### Signal wires by layer

Two of the layers only.
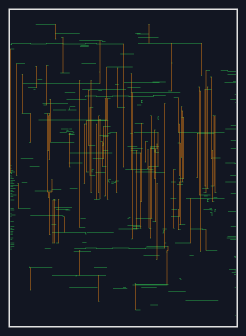
### Cells coloured by class

The bar under the picture is 50 µm long.
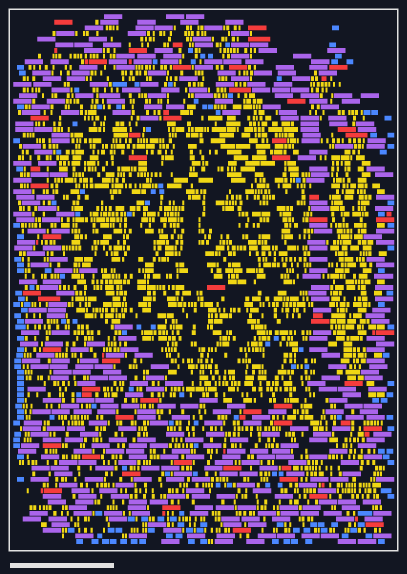
### Power grid

The bar under the picture is 50 µm long. Pins as bars on the die edge.
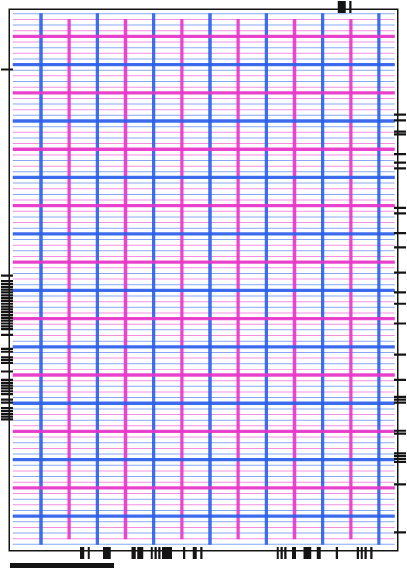
### Clock distribution

The bar under the picture is 50 µm long.
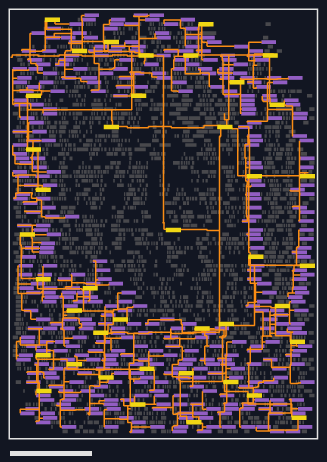
### Cell placement

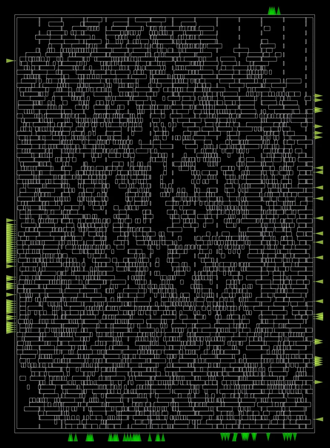
### src/rtl/sp_noise_removal_cfg.sv
// -----------------------------------------------------------------------------
// sp_noise_removal_cfg
//   Salt-and-pepper noise remover for the RAW denoise chain. A BWIDTH x BWIDTH
//   window is built from vertical columns delivered by the upstream line
//   buffer. The centre pixel is compared with the min/max of an 8-pixel
//   neighbourhood widened by a run-time threshold. Outliers are replaced by
//   the mean of the 4 orthogonal neighbours.
//
//   Ports
//     clk, rst_n    clock, asynchronous active-low reset
//     en_i          column valid
//     data_i        pixel column, top row in the MSB slice
//     sof_i         start-of-frame pulse
//     mode_i        0 = mono 3x3 ring, 1 = Bayer same-colour ring (BWIDTH = 5)
//     bypass_i      1 = pass the centre pixel through unmodified
//     sigma_wr_i    threshold write strobe, sigma_i = threshold write data
//     data_o        corrected centre pixel; en_o = valid; flag_o = replaced
//     noise_cnt_o   replaced-pixel count of the previous frame
//
//   Latency: window register -> S1 (neighbour stats) -> S2 (decision).
//   en_o rises two clocks after the en_i beat that completes a window.
// -----------------------------------------------------------------------------
module sp_noise_removal_cfg #(
  parameter int DATADEPTH = 12,
  parameter int BWIDTH    = 5,
  parameter int SIGMA     = 160,
  parameter int CNTW      = 20
) (
  input  logic                          clk,
  input  logic                          rst_n,
  input  logic                          en_i,
  input  logic [DATADEPTH*BWIDTH-1:0]   data_i,
  input  logic                          sof_i,
  input  logic                          mode_i,
  input  logic                          bypass_i,
  input  logic                          sigma_wr_i,
  input  logic [DATADEPTH-1:0]          sigma_i,
  output logic [DATADEPTH-1:0]          data_o,
  output logic                          en_o,
  output logic                          flag_o,
  output logic [CNTW-1:0]               noise_cnt_o
);

  localparam int C  = BWIDTH / 2;
  localparam int D2 = (BWIDTH == 5) ? 2 : 1;   // Bayer same-colour distance
  localparam int FW = $clog2(BWIDTH + 1);
  localparam int SW = DATADEPTH + 2;

  typedef logic [DATADEPTH-1:0] pix_t;
  typedef logic [DATADEPTH:0]   ext_t;

  // Window storage, indexed [column][row]; column BWIDTH-1 is the newest.
  pix_t           win [BWIDTH][BWIDTH];
  logic [FW-1:0]  fill_q;
  logic           win_vld_q;
  logic           win_mode_q;
  logic           win_byp_q;
  pix_t           sigma_q;

  // ---------------------------------------------------------------------------
  // Column shift register
  // ---------------------------------------------------------------------------
  // NOTE: the window is a small register array, not a RAM, so it can take the
  // async reset; a cleared window keeps the first-frame arithmetic defined.
  always_ff @(posedge clk or negedge rst_n) begin
    if (!rst_n) begin
      for (int j = 0; j < BWIDTH; j++)
        for (int r = 0; r < BWIDTH; r++)
          win[j][r] <= '0;
    end else if (en_i) begin
      for (int j = 0; j < BWIDTH - 1; j++)
        for (int r = 0; r < BWIDTH; r++)
          win[j][r] <= win[j+1][r];
      for (int r = 0; r < BWIDTH; r++)
        win[BWIDTH-1][r] <= data_i[(BWIDTH-1-r)*DATADEPTH +: DATADEPTH];
    end
  end

  // ---------------------------------------------------------------------------
  // Fill counter and window-valid; mode/bypass travel with the completing beat
  // ---------------------------------------------------------------------------
  // NOTE: non-blocking assignments here so every register samples the values
  // from before the edge, independent of statement order.
  always_ff @(posedge clk or negedge rst_n) begin
    if (!rst_n) begin
      fill_q     <= '0;
      win_vld_q  <= 1'b0;
      win_mode_q <= 1'b0;
      win_byp_q  <= 1'b0;
    end else begin
      // The beat that reaches BWIDTH, and every later beat, completes a window.
      win_vld_q <= en_i && !sof_i && (fill_q >= FW'(BWIDTH - 1));
      if (en_i) begin
        win_mode_q <= mode_i;
        win_byp_q  <= bypass_i;
      end
      if (sof_i)
        fill_q <= en_i ? FW'(1) : '0;
      else if (en_i && fill_q != FW'(BWIDTH))
        fill_q <= fill_q + FW'(1);
    end
  end

  always_ff @(posedge clk or negedge rst_n) begin
    if (!rst_n)          sigma_q <= pix_t'(SIGMA);
    else if (sigma_wr_i) sigma_q <= sigma_i;
  end

  // ---------------------------------------------------------------------------
  // Neighbourhood: 8 positions of the 3x3 grid around the centre, stretched to
  // distance 2 in Bayer mode. Entries 1,3,4,6 are the orthogonal neighbours.
  // ---------------------------------------------------------------------------
  logic use_bayer;
  pix_t nb [8];
  pix_t nb_min, nb_max;
  logic [SW-1:0] nb_sum;

  assign use_bayer = (BWIDTH == 5) ? win_mode_q : 1'b0;

  for (genvar k = 0; k < 8; k++) begin : g_ring
    localparam int IDX = (k < 4) ? k : k + 1;   // skip the centre of 0..8
    localparam int DR  = IDX / 3 - 1;
    localparam int DC  = IDX % 3 - 1;
    assign nb[k] = use_bayer ? win[C + DC*D2][C + DR*D2] : win[C + DC][C + DR];
  end

  // NOTE: both outputs get a default before the loop so no path leaves them
  // unassigned, which would otherwise infer latches.
  always_comb begin
    nb_min = '1;
    nb_max = '0;
    for (int k = 0; k < 8; k++) begin
      if (nb[k] < nb_min) nb_min = nb[k];
      if (nb[k] > nb_max) nb_max = nb[k];
    end
  end

  assign nb_sum = SW'(nb[1]) + SW'(nb[3]) + SW'(nb[4]) + SW'(nb[6]);

  // ---------------------------------------------------------------------------
  // S1: neighbour statistics, centre, threshold snapshot
  // ---------------------------------------------------------------------------
  pix_t          s1_min, s1_max, s1_ctr, s1_sig;
  logic [SW-1:0] s1_sum;
  logic          s1_byp, s1_vld;

  always_ff @(posedge clk or negedge rst_n) begin
    if (!rst_n) begin
      s1_min <= '0;
      s1_max <= '0;
      s1_ctr <= '0;
      s1_sig <= '0;
      s1_sum <= '0;
      s1_byp <= 1'b0;
      s1_vld <= 1'b0;
    end else begin
      s1_min <= nb_min;
      s1_max <= nb_max;
      s1_ctr <= win[C][C];
      s1_sig <= sigma_q;
      s1_sum <= nb_sum;
      s1_byp <= win_byp_q;
      s1_vld <= win_vld_q;
    end
  end

  // ---------------------------------------------------------------------------
  // S2: decision. One extra bit keeps max+sigma and centre+sigma from wrapping.
  // ---------------------------------------------------------------------------
  logic noisy, replace;
  ext_t hi_lim, ctr_up;

  assign hi_lim  = ext_t'(s1_max) + ext_t'(s1_sig);
  assign ctr_up  = ext_t'(s1_ctr) + ext_t'(s1_sig);
  assign noisy   = (ext_t'(s1_ctr) > hi_lim) || (ctr_up < ext_t'(s1_min));
  assign replace = noisy && !s1_byp;

  always_ff @(posedge clk or negedge rst_n) begin
    if (!rst_n) begin
      data_o <= '0;
      en_o   <= 1'b0;
      flag_o <= 1'b0;
    end else begin
      en_o   <= s1_vld;
      flag_o <= s1_vld && replace;
      if (s1_vld)
        data_o <= replace ? s1_sum[SW-1:2] : s1_ctr;
    end
  end

  // ---------------------------------------------------------------------------
  // Per-frame noise counter. A flagged pixel leaving S2 in the sof_i cycle
  // belongs to the new frame.
  // ---------------------------------------------------------------------------
  logic [CNTW-1:0] run_q;
  logic            hit;

  assign hit = en_o && flag_o;

  always_ff @(posedge clk or negedge rst_n) begin
    if (!rst_n) begin
      run_q       <= '0;
      noise_cnt_o <= '0;
    end else if (sof_i) begin
      noise_cnt_o <= run_q;
      run_q       <= hit ? CNTW'(1) : '0;
    end else if (hit && run_q != '1) begin
      run_q <= run_q + CNTW'(1);
    end
  end

endmodule

### config.mk
export PLATFORM = sky130hd
export DESIGN_NAME = sp_noise_removal_cfg
export DESIGN_NICKNAME = d
export VERILOG_FILES = /design/src/rtl/sp_noise_removal_cfg.sv
export SDC_FILE = /design/constraint.sdc
export NUM_CORES = 1
export LEC_CHECK = 0
export ABC_AREA = 1
export CAP_MARGIN = 20
export CORE_ASPECT_RATIO = 1.4
export CORE_MARGIN = 1
export CORE_UTILIZATION = 50
export CTS_CLUSTER_SIZE = 20
export DETAILED_ROUTE_END_ITERATION = 12
export PLACE_DENSITY = 0.68
export SLEW_MARGIN = 20
export SYNTH_ARGS = -nofsm -noshare
export SYNTH_HDL_FRONTEND = slang
export SYNTH_SLANG_ARGS = --single-unit
### constraint.sdc
create_clock -name clk -period 13.5 [get_ports clk]
set_input_delay 4.05 -clock clk [delete_from_list [all_inputs] [get_ports clk]]
set_output_delay 4.05 -clock clk [all_outputs]
set_load 0.005 [all_outputs]
==> flow_metrics.env <==
# physical design summary
export IMPL_avgViaCountPerCell=5.35
export IMPL_path_depth=58
export IMPL_synth_cells=2937
export IMPL_wl_met1_um=26300
export IMPL_root_buffer="clkbuf_16"
export IMPL_drtIter0Drc=1216
export IMPL_syn_area_per_cell_um2=8.11
export IMPL_dp_hpwl_um=51800
export IMPL_start_kind="flip-flop"
export IMPL_worst_path_buf_inv=5
export IMPL_hold_viol_final=0
export IMPL_wl_per_cell_um=18.1
export IMPL_layoutNonFillerInstCount=3684
export IMPL_final_max_slew_viol_count=0
export IMPL_preCtsSetupSlack_ns=1.19
export IMPL_startpoint="use_bayer"
export IMPL_routabilityCongestion=0.982
export IMPL_critical_path_top_delay_family="AND-OR/OR-AND gates"
export IMPL_reg2reg_slack_ns=1.30
export IMPL_synthTopCellsByCount="nand2_1 (838), o21ai_0 (539), dfrtp_1 (408)"
export IMPL_rr_endpoint="s1_min[3]"
export IMPL_status="completed"
export IMPL_fin_area_mm2=0.0271
export IMPL_post_cts_setup_buffers=0
export IMPL_fin_crit_sh_pct=90.4
export IMPL_top_cell="nand2_1"
export IMPL_top_area_cell="dfrtp_1"
export IMPL_worstHoldStart="win_vld_q"
export IMPL_cts_buffers=41
export IMPL_grt_busiest_layer="met2"
export IMPL_top_layer_used="met4"
export IMPL_cts_tree="yes"
export IMPL_drive_above_1_share_pct=7.00
export IMPL_cp_max_fo=32
export IMPL_ant_nets=0
export IMPL_pin_count=113
export IMPL_top_cells_by_area="dfrtp_1 (43%), nand2_1 (13%), ha_1 (11%)"
Notes on 'Signal wires by layer' above:
M4: in orange, wire length 4,130 µm. M3: in green, wire length 2,190 µm.
detailed-route wire length: 66,600 µm
DR vias: 19.7k
total track usage: 27.9%

Notes on 'Cells coloured by class' above:
remaining buffers and delay cells: in blue, cells 176. remaining logic cells: in yellow, cells 2,402. registers: in purple, cells 410. clock drivers and dummy loads: in red, cells 71.
Rows: 94
core outline area: 0.0470 mm²

Notes on 'Power grid' above:
VDD: in magenta. VSS: in blue.
113 signal pins sit on the boundary. 18 straps on met5. The core has 94 rows.

Notes on 'Clock distribution' above:
flip-flops: in purple, count 410. clock wires: in orange, length 4,960 µm. clock-net drivers: in yellow, count 41.
Position of the flops: all over the die.
power share of the clock group: 16.6%
clk ins delay skew pair: 0.58 ns
clk pwr: 1180 µW

Notes on 'Cell placement' above:
fillers: 4,368
tap cells: 624
final core occ: 57.6%

## cell families after synthesis
logic type,after synthesis,share of synthesized area (%)
fa+ha+maj,242,13.5
xor+xnor,29,1.07
simple gates,1076,18.5
mux,12,0.567
flops,410,43.1
buf+inv,455,7.55
compound gates,713,15.7
## where the power goes
part | internal (µW) | switching, µW
Clock | 688 | 488
Combinational | 1570 | 2790
Sequential | 1450 | 107
## area by class of cell
cell class / instances / area [µm²]
antenna: 1 / 2.50
fill: 4368 / 20000
timing repair buffer: 176 / 1640
clock buffer: 53 / 1160
clock inverter: 18 / 231
inverter: 330 / 1240
sequential: 410 / 10300
multi-input combinational: 2072 / 11800
tap: 624 / 781
Power and IR drop assume default switching activity.
